File: config.mk
export PLATFORM = sky130hd
export DESIGN_NAME = pc_fetch_seq
export DESIGN_NICKNAME = d
export VERILOG_FILES = /design/src/rtl/pc_fetch_seq_pkg.sv /design/src/rtl/pc_fetch_seq_target_calc.sv /design/src/rtl/pc_fetch_seq.sv
export SDC_FILE = /design/constraint.sdc
export NUM_CORES = 1
export LEC_CHECK = 0
export ABC_CLOCK_PERIOD_IN_PS = 6560
export CAP_MARGIN = 20
export CORE_MARGIN = 10
export CORE_UTILIZATION = 41
export DETAILED_ROUTE_END_ITERATION = 6
export GPL_TIMING_DRIVEN = 0
export PLACE_DENSITY = 0.73
export RECOVER_POWER = 25
export SLEW_MARGIN = 20
export SYNTH_ARGS = -nofsm -noshare
export SYNTH_HDL_FRONTEND = slang
export SYNTH_SLANG_ARGS = --single-unit
File: constraint.sdc
create_clock -name clk -period 6.56 [get_ports clk]
set_clock_uncertainty 0.1 [all_clocks]
set_input_delay 0.984 -clock clk [delete_from_list [all_inputs] [get_ports clk]]
set_output_delay 0.984 -clock clk [all_outputs]
set_load 0.02 [all_outputs]
File: src/rtl/pc_fetch_seq_pkg.sv
// Shared types and constants for the PC / fetch sequencer.
package pc_fetch_seq_pkg;

    typedef enum logic [1:0] {
        REQ  = 2'd0,
        WAIT = 2'd1,
        HOLD = 2'd2
    } fetch_state_e;

    localparam int PC_STEP    = 4;
    localparam int WORD_SHIFT = 2;
    localparam int ADDR_W_DEF = 32;

    typedef logic [ADDR_W_DEF-1:0] addr_t;

endpackage

File: src/rtl/pc_fetch_seq_target_calc.sv
// Branch target (br_pc + sign-extended word offset * 4) and sequential PC+4.
module pc_target_calc
    import pc_fetch_seq_pkg::*;
#(
    parameter int ADDR_W = 32
) (
    input  logic [ADDR_W-1:0] pc,
    input  logic [ADDR_W-1:0] br_pc,
    input  logic [31:0]       br_off,
    output logic [ADDR_W-1:0] pc_inc,
    output logic [ADDR_W-1:0] target
);

    localparam int EXT_W = (ADDR_W > 32) ? ADDR_W : 32;

    logic [EXT_W-1:0] off_ext;
    logic [EXT_W-1:0] off_shift;

    always_comb begin
        off_ext   = EXT_W'(signed'(br_off));
        off_shift = off_ext << WORD_SHIFT;
        // Both sums wrap naturally at ADDR_W bits.
        target    = br_pc + off_shift[ADDR_W-1:0];
        pc_inc    = pc + ADDR_W'(PC_STEP);
    end

endmodule

File: src/rtl/pc_fetch_seq.sv
// PC owner and single-outstanding fetch sequencer with redirect/flush handling.
module pc_fetch_seq
    import pc_fetch_seq_pkg::*;
#(
    parameter int              ADDR_W   = 32,
    parameter logic [ADDR_W-1:0] RESET_PC = '0,
    parameter int              CNT_W    = 8
) (
    input  logic              clk,
    input  logic              reset,
    output logic              imem_req_valid,
    input  logic              imem_req_ready,
    output logic [ADDR_W-1:0] imem_req_addr,
    input  logic              imem_rsp_valid,
    input  logic [31:0]       imem_rsp_data,
    output logic              instr_valid,
    input  logic              instr_ready,
    output logic [31:0]       instr_data,
    output logic [ADDR_W-1:0] instr_pc,
    input  logic              pc_take,
    input  logic [ADDR_W-1:0] br_pc,
    input  logic [31:0]       br_off,
    output logic [CNT_W-1:0]  redirect_cnt
);

    // Handshakes: a transfer happens on a rising edge where valid and ready are both high.
    fetch_state_e      state_q, state_d;
    logic [ADDR_W-1:0] pc_q, pc_d;
    logic              req_valid_q, req_valid_d;
    logic              instr_valid_q, instr_valid_d;
    logic [31:0]       instr_data_q, instr_data_d;
    logic [ADDR_W-1:0] instr_pc_q, instr_pc_d;
    logic              discard_q, discard_d;
    logic [CNT_W-1:0]  redirect_cnt_q, redirect_cnt_d;

    logic [ADDR_W-1:0] pc_inc;
    logic [ADDR_W-1:0] target;

    pc_target_calc #(.ADDR_W(ADDR_W)) u_target_calc (
        .pc     (pc_q),
        .br_pc  (br_pc),
        .br_off (br_off),
        .pc_inc (pc_inc),
        .target (target)
    );

    always_comb begin
        state_d        = state_q;
        pc_d           = pc_q;
        discard_d      = discard_q;
        instr_data_d   = instr_data_q;
        instr_pc_d     = instr_pc_q;
        redirect_cnt_d = redirect_cnt_q;

        case (state_q)
            REQ: begin
                if (req_valid_q && imem_req_ready) begin
                    state_d = WAIT;
                    // Old address is already in flight; its response must be dropped.
                    if (pc_take) discard_d = 1'b1;
                end
            end
            WAIT: begin
                if (imem_rsp_valid) begin
                    if (discard_q || pc_take) begin
                        discard_d = 1'b0;
                        state_d   = REQ;
                    end else begin
                        instr_data_d = imem_rsp_data;
                        instr_pc_d   = pc_q;
                        pc_d         = pc_inc;
                        state_d      = HOLD;
                    end
                end else if (pc_take) begin
                    discard_d = 1'b1;
                end
            end
            HOLD: begin
                if (pc_take || instr_ready) state_d = REQ;
            end
            default: state_d = REQ;
        endcase

        if (pc_take) begin
            pc_d = target;
            if (redirect_cnt_q != {CNT_W{1'b1}}) redirect_cnt_d = redirect_cnt_q + 1'b1;
        end

        req_valid_d   = (state_d == REQ);
        instr_valid_d = (state_d == HOLD);
    end

    always_ff @(posedge clk) begin
        if (reset) begin
            state_q        <= REQ;
            pc_q           <= RESET_PC;
            req_valid_q    <= 1'b0;
            instr_valid_q  <= 1'b0;
            instr_data_q   <= '0;
            instr_pc_q     <= '0;
            discard_q      <= 1'b0;
            redirect_cnt_q <= '0;
        end else begin
            state_q        <= state_d;
            pc_q           <= pc_d;
            req_valid_q    <= req_valid_d;
            instr_valid_q  <= instr_valid_d;
            instr_data_q   <= instr_data_d;
            instr_pc_q     <= instr_pc_d;
            discard_q      <= discard_d;
            redirect_cnt_q <= redirect_cnt_d;
        end
    end

    assign imem_req_valid = req_valid_q;
    assign imem_req_addr  = pc_q;
    assign instr_valid    = instr_valid_q;
    assign instr_data     = instr_data_q;
    assign instr_pc       = instr_pc_q;
    assign redirect_cnt   = redirect_cnt_q;

endmodule

Fig. 1: placed cells, one color a class
Fill, decap, tap and diode cells in gray.
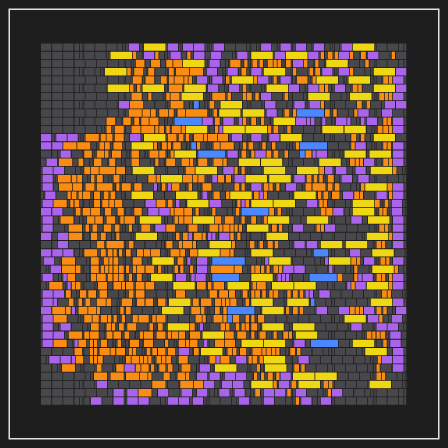
legend:
  blue:
    class: clock drivers and dummy loads
    cells: 16
  purple:
    class: remaining buffers and delay cells
    cells: 246
  yellow:
    class: registers
    cells: 109
  orange:
    class: remaining logic cells
    cells: 628

Fig. 2: cell outlines without signal wires
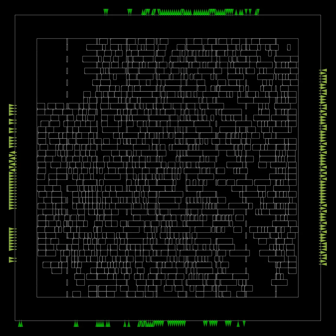
Seq/total area: 0.253
Tap Count: 184
CORE AREA: 14500 µm²

Fig. 3: wire density map
Bar = 50 µm. 28 x 28 tiles, from black (low) to pale yellow (high), scaled to the fullest tile. Values are wire area over tile area, all layers added.
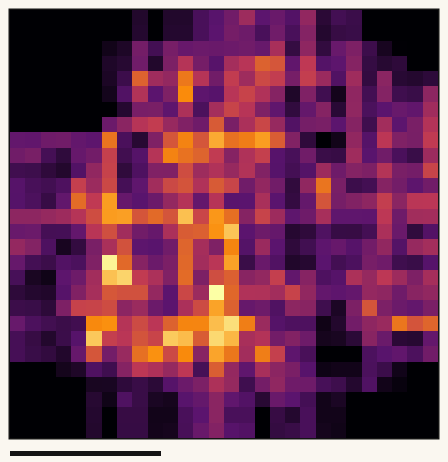
emptiest ninth of the die: upper left
fullest tile: 0.55
densest ninth of the die: center
nearly empty tiles: 16%
tiles over half the peak: 16%
mean over tiles: 0.16

Fig. 4: close-up of the layout
Bar = 20 µm. Region (10, 10) to (60, 60) µm. Cells in gray, sequential cells in the stronger gray; small squares are vias.
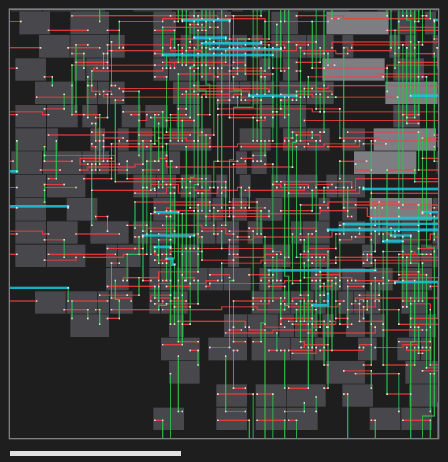
legend:
  cyan:
    layer: M3
  green:
    layer: M2
  red:
    layer: M1
netlist names of flops here include: imem_req_addr (6)
sequential cells in the window: 6
most frequent: clkdlybuf4s50_1 (29), nor2_1 (21), nand2_1 (18)
cells with their middle in the window: 190

Fig. 5: sequential cells grouped by signal name
Other sequential cells in the stronger gray, the rest of the logic in the fainter gray.
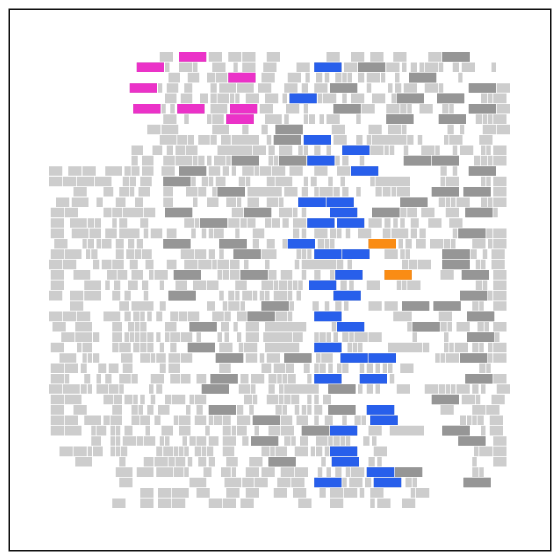
legend:
  magenta:
    name_in_the_netlist: redirect_cnt
    sequential_cells: 8
  blue:
    name_in_the_netlist: instr_pc
    sequential_cells: 32
  orange:
    name_in_the_netlist: state_q
    sequential_cells: 2
not colored: 67

-- layout make-up --
class                   count  area, µm²
fillers                  1371       5850
multi-input cells         618       3660
flip-flops and latches    109       2180
repair buffers            205       2050
clock buffers              11        243
well taps                 184        230
plain buffers              41        168
clock inverters             5       50.0
inverters                  10       37.5
-- synth_stat cells (14+ instances only) --
library cell and count:
dfxtp_1 109, a211oi_1 15, nand3_1 14, nand2_1 172
xor2_1 23, ha_1 31, xnor2_1 30, nor2_1 68
a21oi_1 98, clkbuf_1 29, a21o_1 16, o21ai_0 21
-- registers in the layout (all words and copies together) (netlist names) --
register        flops
redirect_cnt        8
instr_pc           32
state_q             2
imem_req_addr      32
imem_req_valid      1
discard_q           1
instr_data         32
instr_valid         1
-- critical path, cell delays in order --
cell             delay, ns
clkdlybuf4s50_1       0.40
ha_1                  0.26
fa_1                  0.46
a211oi_2              0.27
o21ai_2               0.13
o2111ai_2             0.30
a21oi_1               0.20
a21boi_0              0.33
o32ai_1               0.12
a31o_2                0.24
-- per-stage QoR --
step | cells | power (W) | util
5_1_grt | 1183 | 0.00175 | 0.596
3_3_place_gp | 1167 | 0.00114 | 0.575
3_5_place_dp | 1167 | 0.00114 | 0.575
2_1_floorplan | 778 | 0.000961 | -
4_1_cts | 1183 | 0.00168 | 0.596
6_report | 1183 | 0.00167 | 0.596
-- how the worst max path moves through the flow --
stage / start / end / slack, ns / cells after the start
final: br_pc[2] / imem_req_addr[20] / 3.01 / 10
after global placement: br_pc[2] / imem_req_addr[20] / 2.74 / 10
after detailed placement: br_pc[2] / imem_req_addr[30] / 2.71 / 10
after global routing: br_pc[2] / imem_req_addr[26] / 2.90 / 10
after CTS: br_pc[2] / imem_req_addr[30] / 3.06 / 10
after floorplan: br_pc[2] / imem_req_addr[30] / 3.43 / 9
==> flow_summary.json <==
{
  "rows": 44,
  "port-buffer-count": 205,
  "drive_gt1_frac": 0.0360,
  "wirelength_um": 19400,
  "p_per_area_nw_per_um2": 193,
  "comb-power_w": 0.000402,
  "synth_cells": 778,
  "final_hold_viol_count": 0,
  "hold_path_depth": 2,
  "outcome": "finished, final reports clean",
  "post-cts-setup-buffers": 0,
  "post-route-worst-setup-slack_ns": 3.01,
  "clockBufferDepth": 2,
  "p_comb_frac": 0.241,
  "simple_gate_area_frac": 0.240,
  "root_buffer": "clkbuf_16",
  "fin_hold_ws_ns": 0.349,
  "syn-cell-area_um2": 6050,
  "wl_met2_um": 8920,
  "path_clk_slew_ns": 0.07,
  "power_leader": "registers",
  "diodes": 0,
  "power.leakage_nw": 3.33,
  "fa_ha_area_frac": 0.0674,
  "yosys-stat-cells": 778,
  "fp-utilization": 0.418,
  "critical_path_class": "primary input to flop",
  "dr.max_layer_used": "met4",
  "cts_buffers": 9,
  "required_ns": 6.70,
  "xor_share": 0.0767,
  "layout_top_cell": "nand2_1",
  "dr.pass1.iters": 5,
  "grt_busiest_layer": "met2",
  "fin_nets": 1128,
  "grt_max_degree": 17,
  "synth-async-reset-ratio": 0,
  "yosysWarnings": 0,
  "grt_util_met2": 0.310
}
No activity file was given, so power comes from the tool's default toggle rates.
